### config.mk
export PLATFORM = sky130hd
export DESIGN_NAME = iic_target_regs
export DESIGN_NICKNAME = d
export VERILOG_FILES = /design/src/rtl/iic_target_regs.sv
export SDC_FILE = /design/constraint.sdc
export NUM_CORES = 1
export LEC_CHECK = 0
export ABC_AREA = 0
export CAP_MARGIN = 20
export CORE_MARGIN = 4
export CORE_UTILIZATION = 48
export CTS_CLUSTER_DIAMETER = 60
export DETAILED_ROUTE_END_ITERATION = 16
export GPL_TIMING_DRIVEN = 0
export PLACE_DENSITY_LB_ADDON = 0.25
export SLEW_MARGIN = 20
export SYNTH_ARGS = -nofsm -noshare
export SYNTH_HDL_FRONTEND = slang
export SYNTH_SLANG_ARGS = --single-unit
export TNS_END_PERCENT = 30
### constraint.sdc
create_clock -name clk -period 6.34 [get_ports clk]
set_input_delay 1.585 -clock clk [delete_from_list [all_inputs] [get_ports clk]]
set_output_delay 1.585 -clock clk [all_outputs]
set_load 0.005 [all_outputs]
### src/rtl/iic_target_regs.sv
// iic_target_regs: I2C target that answers DEV_ADDR and exposes NUM_REGS
// byte registers using a pointer-then-data protocol on an open-drain pad.
// Ports: clk, reset (async, high); scl_in/sda_in pad levels; sda_oe pulls
// SDA low; regs_flat register contents; wr_strobe/wr_addr/wr_data write
// event; busy from an address match until STOP.
module iic_target_regs #(
  parameter logic [6:0]  DEV_ADDR = 7'h50,
  parameter int unsigned NUM_REGS = 16,
  parameter int unsigned FILT_LEN = 3
) (
  input  logic                        clk,
  input  logic                        reset,
  input  logic                        scl_in,
  input  logic                        sda_in,
  output logic                        sda_oe,
  output logic [NUM_REGS*8-1:0]       regs_flat,
  output logic                        wr_strobe,
  output logic [$clog2(NUM_REGS)-1:0] wr_addr,
  output logic [7:0]                  wr_data,
  output logic                        busy
);

  localparam int unsigned AW = $clog2(NUM_REGS);
  localparam int unsigned CW = $clog2(FILT_LEN + 1);
  localparam logic [CW-1:0] CNT_TOP = CW'(FILT_LEN - 1);
  localparam logic [CW-1:0] CNT_ONE = CW'(1);
  localparam logic [AW-1:0] PTR_ONE = AW'(1);

  typedef enum logic [2:0] {
    IDLE, ADDR, ADDR_ACK, WR_BYTE,
    WR_ACK, RD_BYTE, RD_ACK, IGNORE
  } state_e;

  // Input path: index 1 = SCL, index 0 = SDA.
  logic [1:0]    pad;
  logic [1:0]    sync1_q, sync2_q;
  logic [1:0]    filt_q, prev_q;
  logic [CW-1:0] cnt_q [2];

  assign pad = {scl_in, sda_in};

  // Filtered level flips once FILT_LEN consecutive synced
  // samples disagree with it; any agreeing sample restarts the run.
  always_ff @(posedge clk or posedge reset) begin
    if (reset) begin
      sync1_q <= 2'b11;
      sync2_q <= 2'b11;
      filt_q  <= 2'b11;
      prev_q  <= 2'b11;
      for (int i = 0; i < 2; i++) cnt_q[i] <= '0;
    end else begin
      sync1_q <= pad;
      sync2_q <= sync1_q;
      prev_q  <= filt_q;
      for (int i = 0; i < 2; i++) begin
        if (sync2_q[i] == filt_q[i]) begin
          cnt_q[i] <= '0;
        end else if (cnt_q[i] == CNT_TOP) begin
          filt_q[i] <= sync2_q[i];
          cnt_q[i]  <= '0;
        end else begin
          cnt_q[i] <= cnt_q[i] + CNT_ONE;
        end
      end
    end
  end

  logic scl_f, sda_f;
  logic scl_rise, scl_fall;
  logic start_c, stop_c;

  assign scl_f    = filt_q[1];
  assign sda_f    = filt_q[0];
  assign scl_rise = scl_f & ~prev_q[1];
  assign scl_fall = ~scl_f & prev_q[1];
  assign start_c  = scl_f & prev_q[1] & ~sda_f & prev_q[0];
  assign stop_c   = scl_f & prev_q[1] & sda_f & ~prev_q[0];

  // Protocol state and datapath.
  state_e        state_q, state_d;
  logic [6:0]    shreg_q, shreg_d;
  logic [2:0]    bit_cnt_q, bit_cnt_d;
  logic [AW-1:0] ptr_q, ptr_d;
  logic          rw_q, rw_d;
  logic          first_q, first_d;
  logic          sda_oe_q, sda_oe_d;
  logic          wr_strobe_q, wr_strobe_d;
  logic [AW-1:0] wr_addr_q, wr_addr_d;
  logic [7:0]    wr_data_q, wr_data_d;
  logic          busy_q, busy_d;
  logic          reg_we;
  logic [7:0]    regs_q [NUM_REGS];

  logic [7:0] byte_in;
  logic [7:0] rd_byte;
  logic       last_bit;
  logic       phase;
  logic       addr_hit;

  assign byte_in  = {shreg_q, sda_f};
  assign rd_byte  = regs_q[ptr_q];
  assign last_bit = (bit_cnt_q == 3'd7);
  // In ACK states bit_cnt[0] marks "ACK clock in progress".
  assign phase    = bit_cnt_q[0];
  assign addr_hit = (byte_in[7:1] == DEV_ADDR);

  always_ff @(posedge clk or posedge reset) begin
    if (reset) state_q <= IDLE;
    else       state_q <= state_d;
  end

  always_comb begin
    state_d = state_q;
    if (start_c) begin
      state_d = ADDR;
    end else if (stop_c) begin
      state_d = IDLE;
    end else begin
      unique case (state_q)
        ADDR:
          if (scl_rise && last_bit)
            state_d = addr_hit ? ADDR_ACK : IGNORE;
        ADDR_ACK:
          if (scl_fall && phase)
            state_d = rw_q ? RD_BYTE : WR_BYTE;
        WR_BYTE:
          if (scl_rise && last_bit) state_d = WR_ACK;
        WR_ACK:
          if (scl_fall && phase) state_d = WR_BYTE;
        RD_BYTE:
          if (scl_fall && last_bit) state_d = RD_ACK;
        RD_ACK: begin
          if (scl_rise && sda_f)
            state_d = IGNORE;
          else if (scl_fall && phase)
            state_d = RD_BYTE;
        end
        default: ;
      endcase
    end
  end

  always_comb begin
    shreg_d     = shreg_q;
    bit_cnt_d   = bit_cnt_q;
    ptr_d       = ptr_q;
    rw_d        = rw_q;
    first_d     = first_q;
    sda_oe_d    = sda_oe_q;
    wr_strobe_d = 1'b0;
    wr_addr_d   = wr_addr_q;
    wr_data_d   = wr_data_q;
    busy_d      = busy_q;
    reg_we      = 1'b0;
    if (start_c || stop_c) begin
      // Bus condition aborts any byte in flight.
      bit_cnt_d = '0;
      sda_oe_d  = 1'b0;
      if (stop_c) busy_d = 1'b0;
    end else begin
      unique case (state_q)
        ADDR:
          if (scl_rise) begin
            shreg_d   = byte_in[6:0];
            bit_cnt_d = bit_cnt_q + 3'd1;
            if (last_bit) begin
              rw_d = sda_f;
              if (addr_hit) begin
                busy_d  = 1'b1;
                first_d = 1'b1;
              end
            end
          end
        ADDR_ACK, WR_ACK:
          if (scl_fall) begin
            if (!phase) begin
              sda_oe_d  = 1'b1;
              bit_cnt_d = 3'd1;
            end else begin
              bit_cnt_d = '0;
              sda_oe_d  = 1'b0;
              if (state_q == ADDR_ACK && rw_q) begin
                // Bit 7 goes on the bus now; the rest waits in shreg.
                shreg_d  = rd_byte[6:0];
                sda_oe_d = ~rd_byte[7];
                ptr_d    = ptr_q + PTR_ONE;
              end
            end
          end
        WR_BYTE:
          if (scl_rise) begin
            shreg_d   = byte_in[6:0];
            bit_cnt_d = bit_cnt_q + 3'd1;
            if (last_bit) begin
              if (first_q) begin
                ptr_d   = byte_in[AW-1:0];
                first_d = 1'b0;
              end else begin
                reg_we      = 1'b1;
                wr_strobe_d = 1'b1;
                wr_addr_d   = ptr_q;
                wr_data_d   = byte_in;
                ptr_d       = ptr_q + PTR_ONE;
              end
            end
          end
        RD_BYTE:
          if (scl_fall) begin
            shreg_d   = {shreg_q[5:0], 1'b0};
            bit_cnt_d = bit_cnt_q + 3'd1;
            sda_oe_d  = last_bit ? 1'b0 : ~shreg_q[6];
          end
        RD_ACK: begin
          if (scl_rise && !sda_f) begin
            bit_cnt_d = 3'd1;
          end else if (scl_fall && phase) begin
            bit_cnt_d = '0;
            shreg_d   = rd_byte[6:0];
            sda_oe_d  = ~rd_byte[7];
            ptr_d     = ptr_q + PTR_ONE;
          end
        end
        default: ;
      endcase
    end
  end

  always_ff @(posedge clk or posedge reset) begin
    if (reset) begin
      shreg_q     <= '0;
      bit_cnt_q   <= '0;
      ptr_q       <= '0;
      rw_q        <= 1'b0;
      first_q     <= 1'b0;
      sda_oe_q    <= 1'b0;
      wr_strobe_q <= 1'b0;
      wr_addr_q   <= '0;
      wr_data_q   <= '0;
      busy_q      <= 1'b0;
      for (int i = 0; i < NUM_REGS; i++) regs_q[i] <= '0;
    end else begin
      shreg_q     <= shreg_d;
      bit_cnt_q   <= bit_cnt_d;
      ptr_q       <= ptr_d;
      rw_q        <= rw_d;
      first_q     <= first_d;
      sda_oe_q    <= sda_oe_d;
      wr_strobe_q <= wr_strobe_d;
      wr_addr_q   <= wr_addr_d;
      wr_data_q   <= wr_data_d;
      busy_q      <= busy_d;
      if (reg_we) regs_q[wr_addr_d] <= wr_data_d;
    end
  end

  for (genvar g = 0; g < NUM_REGS; g++) begin : g_flat
    assign regs_flat[8*g +: 8] = regs_q[g];
  end

  assign sda_oe    = sda_oe_q;
  assign wr_strobe = wr_strobe_q;
  assign wr_addr   = wr_addr_q;
  assign wr_data   = wr_data_q;
  assign busy      = busy_q;

endmodule

### Placed standard cells

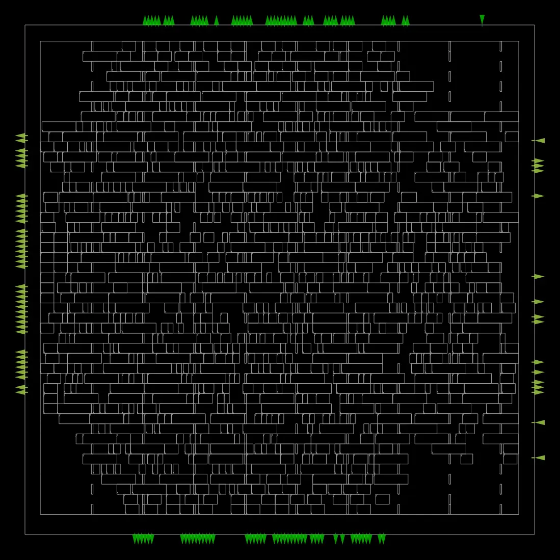
tap cells: 220
flop share of the area: 41.9%
core area: 0.0165 mm^2
FF+latch count: 174

### Local utilization

(3 px per um) 14 x 14 tiles, from dark blue (low) to red (high), 0 to 100% covered.
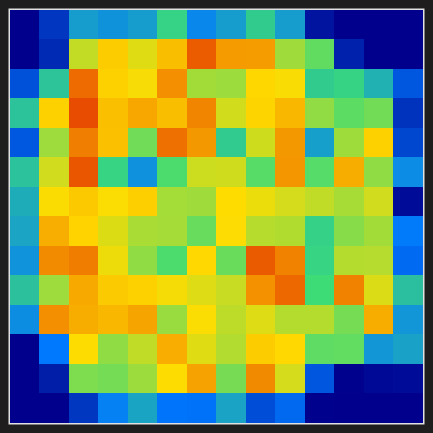
tiles over 75% full = 26%
fullest tile = 91%
nearly empty tiles = 8.7%
mean over tiles = 54%

### I/O nets highlighted

(3 px per um)
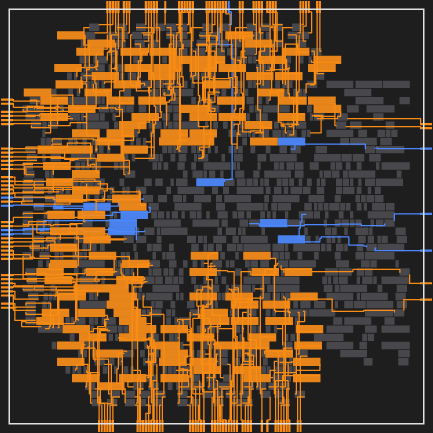
blue -> `wr_data`  # bits 8, direction output, edge 4 left, 3 right, 1 top, end cells 8, buffers 8, wire 436 um
orange -> `regs_flat`  # bits 128, direction output, edge 46 bottom, 44 top, 34 left, 4 right, end cells 128, buffers 128, wire 5760 um

### Cell sizes after repair

(3 px per um)
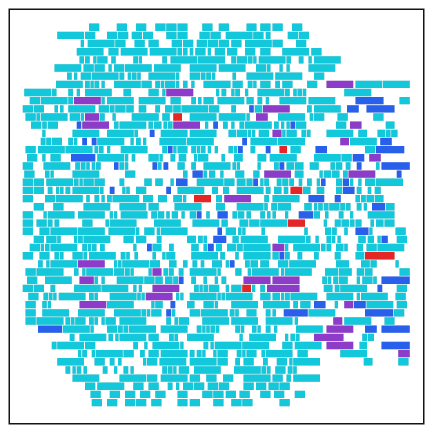
cyan -> drive 1 or less  # cells 881, share 90%
purple -> drive 6 and up  # cells 31, share 3.2%
blue -> drive 2  # cells 61, share 6.2%
red -> drive 3 to 4  # cells 7, share 0.71%

==> Changelog: implementation <==
### Physical design

- Synth area leader: dfrtp_1
- Hold-fix buffers at CTS: 0
- Async set-reset flop share out of synthesis: 100%
- Root Buffer: clkbuf_16
- Yosys cell count: 801
- Internal power: 0.00222 W
- Worst hold slack: 0.358 ns
- Die span in x: 138 um
- Gr usage total: 29.4%
- Tool Warnings: 29
- Worst-Margin Slew: 1.17 ns
- Arrival time worst endpoint: 3.88 ns
- Sw power: 0.00132 W
- CTS tree: yes
- Cell Rows: 47
- Die H: 138 um
- Synth Seq Share: 54.1%
- Dpl cells: 1168
- Leading cell kind: registers
- Final wirelength: 27500 um
- Top sig layer: met4
- Starting DRC count in detailed routing: 732
- Vias in the first global route: 7122
- Post-Place Worst Slack: 2.79 ns
- Sequence of cells on the critical path: ha_1 > ha_1 > nand4bb_4 > nor3_4 > mux2i_1 > clkbuf_1 > o21ai_0
- Hold Crit Class: reg -> reg
- Mi-comb count: 562
- Crit path from: bit_cnt_q[0]
- Hold Vio Cnt, Final: 0
- Clk pwr share: 29.3%
- Drc violations: 0
- Antenna Nets Post-Route: 0
- Grt ovf: 0
- Status: finished, final reports clean
No activity file was given, so power comes from the tool's default toggle rates.
